Design window_scanner, sky130hd; sources not shown.
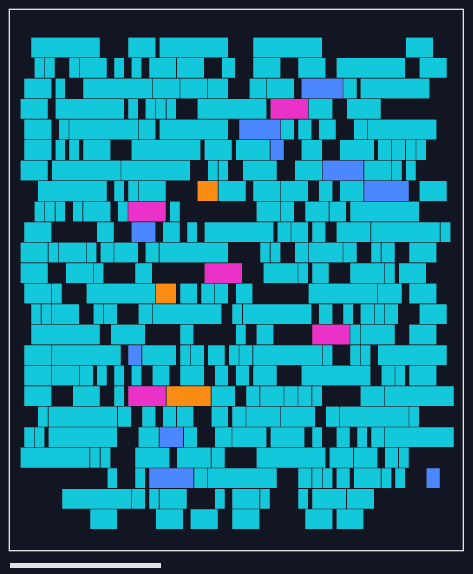
Figure 1: run 1, drive-strength map.
Scale bar: 20 um.
drive 2 -> blue  # cells 10, share 3.5%
drive 6 and up -> magenta  # cells 5, share 1.8%
drive 1 or less -> cyan  # cells 265, share 94%
drive 3 to 4 -> orange  # cells 3, share 1.1%
Setup WS post-layout: 0.6900 ns
area growth from synthesis to final layout: 27.60%
Non-Filler Cell Area, Final: 0.002730 mm^2

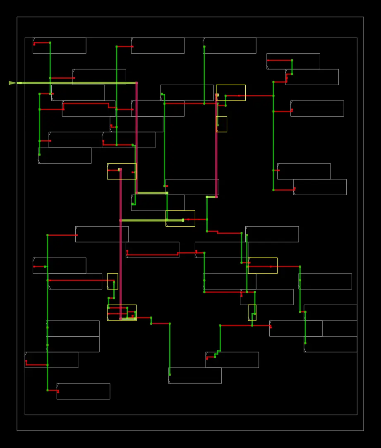
Figure 2: run 1, clock wiring as the flow saved it.
clock buffer count: 6
count of clock tree sinks: 37
Final Skew: 0.003930 ns
clk latency late pin: 0.29 ns

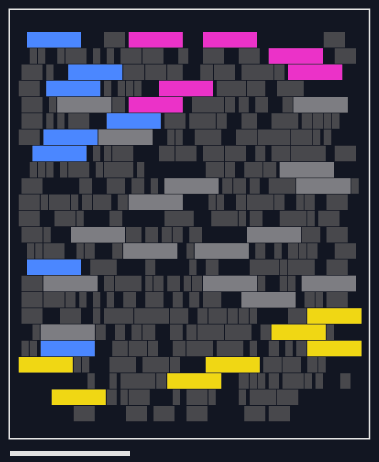
Figure 3: run 1, sequential cells coloured by netlist name.
Scale bar: 20 um.
x_max_reg -> yellow  # sequential cells 7
window_pos_y -> magenta  # sequential cells 6
window_pos_scale -> blue  # sequential cells 8
not coloured = 16
sequential portion of the cell area: 33.91%
power drawn by the sequential cells: 0.000543 W
utilization of the core after routing: 72.73%
flip-flop and latch area: 925.9 um^2

==> summary.txt, run 1 <==
Implementation run completed; key figures follow.

Final layout:
- The run puts the count of filler cells inserted in the layout at 307.
- The run gives the post-layout net count as 327.
- Of the cells placed in the final design, the portion with a size suffix greater than 1 is roughly 6.4%.
- The run puts the flip-flop count of the largest register after layout at 8.

Synthesis:
- The run gives the number of cells in Yosys stat as roughly 230.
- The run gives the proportion of synthesized area in mux cells as under 10%.
- After synthesis, the largest area contributor takes up between 40% and 50% of total cell area.
- The run puts the compound-gate portion of the synthesized area at around 15%.
- The run puts the post-synthesis instance area at 0.002140 mm^2.
- Synthesis instantiated 31 different standard cells from the library.
- Dividing the synthesized area by the synthesized cell count gives roughly 9 um^2.
- The run gives the cell type with the largest total area as dfrtp_1.
- The run gives the post-synth net total as 277.
- The run gives the area figure in the yosys stat output as around 0.0021 mm^2.
- The Yosys step of the flow raised 0 warnings.
- The run gives the fraction of synthesized cell area in xor and xnor cells as between 4 and 5%.

Power:
- The script extracted a total leakage power of 1.270 nW.

Floorplanning:
- The run puts the total die size at between 0.004 and 0.005 mm^2.
- During I/O placement, the number of pins put on the boundary was ~50.
- The run gives the die width as ~60 um.
- The run gives the standard-cell row count as 24.
- The run gives the placeable core area as 0.003754 mm^2.

Setup path:
- The worst setup path is captured at an output port.
- STA puts the critical path data required time at between 3 and 4 ns.
- STA classifies the critical path startpoint as a flip-flop.
- The run gives the number of cell instances on the worst register-to-register path as 9.
- The run puts the signal arrival time at the worst endpoint at between 3 and 4 ns.
- STA lists the maximum fanout along the critical path as 6.

Flow run:
- Max-cap violations in this run came to 0.
- Summing over the stages, the warning tally comes to 26.

Timing:
- The run puts the final number of setup-violating endpoints at 0.
- The run puts the aggregate negative setup slack at 0 ns.
- The run gives the final number of hold-violating endpoints as 0.
- Setup repair after global routing left no endpoint under its margin.
- The tightest hold path in the finished design has a slack of approximately 0.23 ns.
- The run puts the fraction of the cycle the final worst path needs at 84.32%.
- The run puts the normalized max-slew margin at ~46%.
- The run puts the transition at the pin with the smallest max-transition slack at slightly above 0.8 ns.
- The worst path in the final design needs a cycle of around 3.7 ns, including I/O delays and setup.

Status:
- The flow ran to the end, and the final reports show no timing, DRC or antenna violations.

Clock tree:
- The run puts the quantity of hold-fixing buffers added after cts at 0.
- The run puts the number of setup buffers added after CTS at 0.
- The run gives the clock tree from TritonCTS as done.
- In this run, CTS created clock tree buffers numbering 5.
- The run gives the number of gates resized after cts as 0.
- The tree is rooted in a clkbuf_8.
- Clock-pin slew was measured on the worst setup and hold paths at 0.07 ns.
- The run puts the H-tree depth at 2.

Drt:
- The run puts the number of antenna-violating nets in the routed design at 0.
- The run puts the number of search-and-repair iterations in the first detailed-routing pass at 4.
- Dividing the detail-routed wire length by the instance count gives ~14 um.
- The run puts the number of DRC markers after the initial detailed-route iteration at 70.
- The run gives the count of unresolved DRC violations after routing as 0.
- The detailed router reported a total wirelength of around 4.7 mm.

Placed design:
- The run puts the tally of buffers added on design ports at 50.
- The run gives the routability congestion estimate as ~0.81.
- The run gives the detailed placement HPWL as about 3.4 mm.

Global routing:
- The run gives the number of global-route vias before repair as between 1500 and 2000.
- The run puts the total overflow reported by the global router at 0.
- The run puts the number of antenna violations at the first check in global routing at 0.
- For this run, the total global-route usage over all layers was measured as between 20% and 30%.

Hold path:
- Note that the worst hold path type here is input port to async pin.
run 1: cell usage in the layout (no fill, tap or decap), drive strengths merged, types with 2 or more instances in the layout:
cell            n
nand4           3
nand3b          3
dfrtp          37
and3            7
xor2            8
a21oi          14
mux2i           3
buf             3
ha             18
o22ai           2
clkdlybuf4s50  49
nand3          10
nor4            3
nor3            2
o21ai          22
a32o            2
o41ai           2
inv            13
a311oi          3
clkbuf          6
xnor2           4
clkinv          2
nor2            7
nand2          55
run 1: logic make-up after synthesis:
family / Yosys count
xor+xnor: 12
simple gates: 92
compound gates: 48
buf+inv: 22
flops: 37
mux: 3
fa+ha+maj: 18
run 1: Yosys cell counts:
cell type,instances
nand2_1,55
dfrtp_1,37
ha_1,18
a21oi_1,14
inv_1,13
o21ai_1,13
nand3_1,10
o21ai_0,8
xor2_1,8
and3_1,7
nor2_1,7
xnor2_1,4
a311oi_2,3
buf_2,3
buf_6,3
mux2i_1,3
nand3b_1,3
nand4_1,3
nor4_1,3
a32o_1,2
buf_4,2
nor3_1,2
o22ai_1,2
o41ai_2,2
a31o_2,1
a31oi_1,1
and2_1,1
and4_1,1
clkbuf_1,1
o21ai_2,1
o21ba_4,1
run 1: per-layer routing:
layer | vias to the layer above | share of wire (%) | GRT usage (%)
li1 | 908 | - | -
met1 | 889 | 46 | 29.40
met2 | 42 | 49 | 38.40
met3 | 7 | 3.1 | 3.791
met4 | 0 | 1.3 | 10.34
met5 | - | 0 | 0
run 1: layout make-up:
class / count / area, um^2 / area share (%)
tap: 52 / 65.06 / 2.383
clock buffer: 6 / 72.57 / 2.658
sequential: 37 / 925.9 / 33.91
multi-input combinational: 173 / 1097 / 40.19
timing repair buffer: 52 / 510.5 / 18.70
clock inverter: 2 / 10.01 / 0.3666
inverter: 13 / 48.80 / 1.787
run 1: report_power, final:
group          switching, W  total (W)  internal [W]
clock              0.000123   0.000233      0.000110
sequential        0.0000780   0.000543      0.000465
combinational      0.000349   0.000664      0.000315
total              0.000550    0.00144      0.000890
run 1: worst max-delay path: stages, from the launching register on:
cell	delay (ns)
dfrtp_1	0.44
ha_1	0.26
and3_1	0.20
and3_1	0.19
ha_1	0.32
nand4_1	0.17
a21oi_1	0.24
o22ai_1	0.20
nor2_1	0.22
and3_1	0.19
clkdlybuf4s50_1	0.54
run 1: per-stage QoR:
stage / worst slack (ns) / std cells / area, um^2 / power [W]
6_report: 0.6900 / 335 / 2730 / 0.001440
5_1_grt: 0.4614 / 335 / 2730 / 0.001545
4_1_cts: 0.6957 / 335 / 2730 / 0.001447
3_5_place_dp: 1.048 / 327 / 2648 / 0.001211
3_3_place_gp: 1.075 / 327 / 2648 / 0.001189
2_1_floorplan: 1.678 / 232 / 2140 / 0.0009607
Figure 4. Metal layers overlaid (run 1).
Scale bar: 20 um.
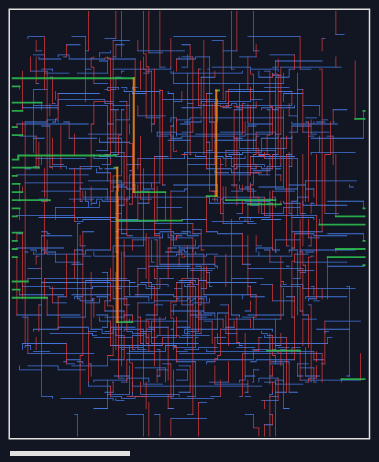

==> run 1 -> run 2 <==
Settings changed: CORE_UTILIZATION 53 to 50.
Clock period 4.4 ns to 3.7 ns, I/O delays scaled along.
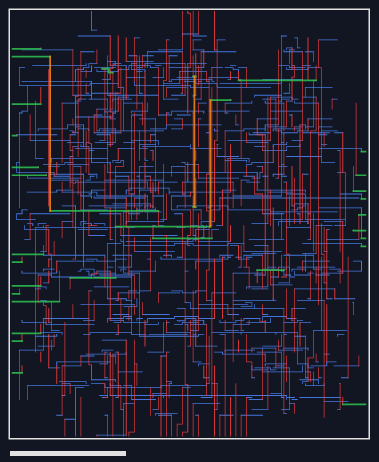
Figure 5: run 2, metal layers overlaid.
Scale bar: 20 um.
met3 -> green  # wire length 147 um
met1 -> blue  # wire length 2000 um
met2 -> red  # wire length 2340 um
met4 -> orange  # wire length 70.7 um
aggregate routed wire length: 4.552 mm
total global routing track utilization: 23.03%
routed length per placed instance: 13.43 um
detailed-route via count: 1822

==> run 2 against run 1 <==
Critical path type unchanged. First-iteration DRC count decreased by 30%. Via count shrank 1.3%. Final cell count grew 1.2%. Core utilization fell by 3.7 points. Largest cell class unchanged. Clock power rose by 19%. Sequential power increased by 18%.
==> summary.txt, run 2 <==
Implementation run completed; key figures follow.

Hold path:
- The run gives the type of the tightest min-delay check as input port to async pin.

Timing:
- The run puts the fraction of the cycle the final worst path needs at a little over nine tenths.
- The run gives the aggregate negative setup slack as 0 ns.
- The run puts the final number of setup-violating endpoints at 0.
- The smallest clock period supported by the final layout is computed as roughly 3.5 ns.
- Per the slew report, the remaining headroom to the max-slew limit stands at a little under half.
- The run puts the transition at the pin with the smallest max-transition slack at 0.8151 ns.
- Setup repair after global routing left no endpoint under its margin.
- The run gives the final number of hold-violating endpoints as 0.

Placed design:
- The run puts the detailed placement HPWL at 3.468 mm.
- The run puts the tally of buffers added on design ports at approximately 50.

Synthesis:
- In the synthesized netlist the dominant register cell turns out to be dfrtp_1.
- By count the netlist is led by 55 x nand2_1, 37 x dfrtp_1, 18 x ha_1.
- The run gives the top cell type's share of synthesized area as about 43%.
- The run gives the synthesized area per cell as between 9 and 10 um^2.
- The run puts the tally of unique sky130hd cells used after synthesis at 31.
- Per the synthesis report, the dominant area consumer among library cells is dfrtp_1.
- The run gives the area figure in the yosys stat output as between 0.002 and 0.0025 mm^2.
- The synthesized instance count is 232.
- The number of nets in the synthesized netlist is roughly 280.
- The run puts the compound-gate portion of the synthesized area at 15.20%.
- In this run, synthesis inferred 0 flip-flops with an integrated enable.
- The run gives the fraction of synthesized cell area in xor and xnor cells as ~5%.
- The run puts the number of cells in Yosys stat at roughly 230.
- The mapped netlist covers about 0.0021 mm^2.
- The run gives the async set-or-reset flop fraction in the synthesized netlist as 100.0%.
- The run puts the proportion of synthesized area in mux cells at approximately 1.4%.
- The run puts the number of warning messages in the yosys log at 0.
- Sorting the synthesis cell report by count puts at the top nand2_1.

Setup path:
- The run puts the top fanout value on the critical path at 6.
- The run gives the number of cell instances on the worst register-to-register path as 10.
- The run puts the largest incremental delay on the critical path at about 0.53 ns.
- The run gives the category of the worst setup path launch point as a flip-flop.
- The critical path's slowest stage uses the library cell clkdlybuf4s50_1.
- The run gives the cell repeated most along the worst path as and3_1.

Final layout:
- The register with the most flip-flops in the layout has 8 of them.
- By instance count after routing, the leading logic cell types are 55 x nand2_1, 49 x clkdlybuf4s50_1, 37 x dfrtp_1.
- The final layout report lists a filler cell count of around 360.
- Counting only logic cells after layout, the most numerous master is nand2_1.
- The finished design was reported to have a net count of between 300 and 400.
- In the final layout, the share of cells above drive strength 1 is roughly 7.7%.

Clock tree:
- The run puts the clock transition at the registers of the reported paths at around 0.070 ns.
- Per the CTS log, the root buffer master is clkbuf_8.
- The run gives the number of buffers created by CTS as 5.
- The run gives the number of clock sinks seen by CTS as 37.
- The run gives the quantity of hold-fixing buffers added after cts as 0.
- Looking at the clock tree report, the H-tree level count equals 2.

Floorplanning:
- The run gives the total die size as between 0.004 and 0.005 mm^2.
- According to the I/O placement log, the pin count is 51.
- The run puts the die width at approximately 62 um.
- For reference, the placement row count at floorplan is 25.
- After floorplanning, the core was sized to cover ~0.0040 mm^2.

Global routing:
- The number of antenna violations at the first check in global routing is 0.
- The run gives the total overflow reported by the global router as 0.
- The number of global-route vias before repair is between 1500 and 2000.

Flow run:
- The run gives the OpenROAD warning count as 26.
- The run puts the number of violations of the max-capacitance limit at 0.

Drt:
- Using the TritonRoute via totals, the vias-per-cell ratio works out to roughly 5.4.
- The detailed router finished its first iteration with 49 violations.
- The run puts the number of search-and-repair iterations in the first detailed-routing pass at 4.
- Per the post-route antenna check, the number of violating nets is 0.

Status:
- The flow ran to the end, and the final reports show no timing, DRC or antenna violations.

Power:
- The leakage component of the power was reported as about 1.3 nW.
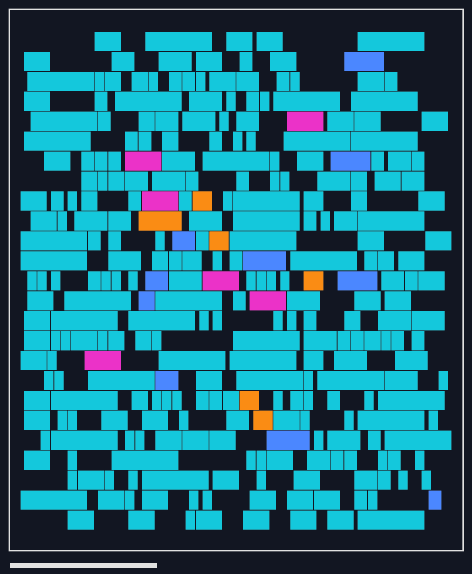
Figure 6: run 2, drive-strength map.
Scale bar: 20 um.
drive 2 -> blue  # cells 10, share 3.5%
drive 3 to 4 -> orange  # cells 6, share 2.1%
drive 6 and up -> magenta  # cells 6, share 2.1%
drive 1 or less -> cyan  # cells 263, share 92%
Buffers, non-clock: 55
Setup WS post-layout: 0.2146 ns
Non-Filler Cell Area, Final: 0.002765 mm^2
area growth from synthesis to final layout: 29.24%

==> run 2: power breakdown <==
| part | internal [W] | total (W) | switching [W] |
|---|---|---|---|
| Sequential | 0.000554 | 0.000643 | 0.0000894 |
| Combinational | 0.000389 | 0.000807 | 0.000418 |
| Clock | 0.000148 | 0.000277 | 0.000130 |
==> run 2: through the flow <==
| step | utilization (%) | hold slack [ns] | total power (W) | std cells | worst slack [ns] |
|---|---|---|---|---|---|
| after floorplan | - | 0.07441 | 0.001142 | 232 | 1.048 |
| after global placement | 66.56 | 0.4600 | 0.001421 | 331 | 0.5142 |
| after detailed placement | 66.56 | 0.4626 | 0.001439 | 331 | 0.4152 |
| after CTS | 68.72 | 0.2034 | 0.001728 | 338 | 0.09269 |
| after global routing | 69.06 | 0.2527 | 0.001882 | 339 | 0.004529 |
| final | 69.06 | 0.1755 | 0.001728 | 339 | 0.2146 |
==> run 2: what timing repair did <==
action,4_1_cts,5_1_grt
gates resized,0,2
setup endpoints to repair,0,1
buffers inserted,0,1
==> run 2: cells by family (layout without fill, tap and decap cells) <==
| family | after synthesis | after routing |
|---|---|---|
| buffers and inverters | 22 | 75 |
| AND/OR/NAND/NOR | 92 | 92 |
| XOR/XNOR | 12 | 12 |
| AND-OR/OR-AND | 48 | 48 |
| adder cells (fa/ha/maj) | 18 | 18 |
| flip-flops | 37 | 37 |
| multiplexers | 3 | 3 |
==> run 2: per-layer routing <==
metal  vias to the layer above  wire length, um  global-route usage [%]  part of all wire [%]
met5                         -                0                       0                     0
met4                         0               70                   8.148                   1.5
met3                         6              146                   4.930                   3.2
met2                        40             2335                   40.74                    51
met1                       864             2000                   26.73                    44
li1                        912                -                       -                     -
==> run 2: cell type report <==
type | instances | area [um^2] | share of cell area, %
Multi-Input combinational cell | 173 | 1104 | 39.91
Sequential cell | 37 | 925.9 | 33.48
Timing Repair Buffer | 55 | 533.0 | 19.28
Clock buffer | 7 | 86.33 | 3.122
Tap cell | 54 | 67.56 | 2.443
Inverter | 13 | 48.80 | 1.765
==> run 2: critical path, delay by kind of cell, from the launching register on <==
family | cells | cell delay (ns)
flops | 1 | 0.43
buf+inv | 1 | 0.53
simple gates | 5 | 0.79
compound gates | 2 | 0.48
fa+ha+maj | 2 | 0.59
Power and IR drop assume default switching activity.
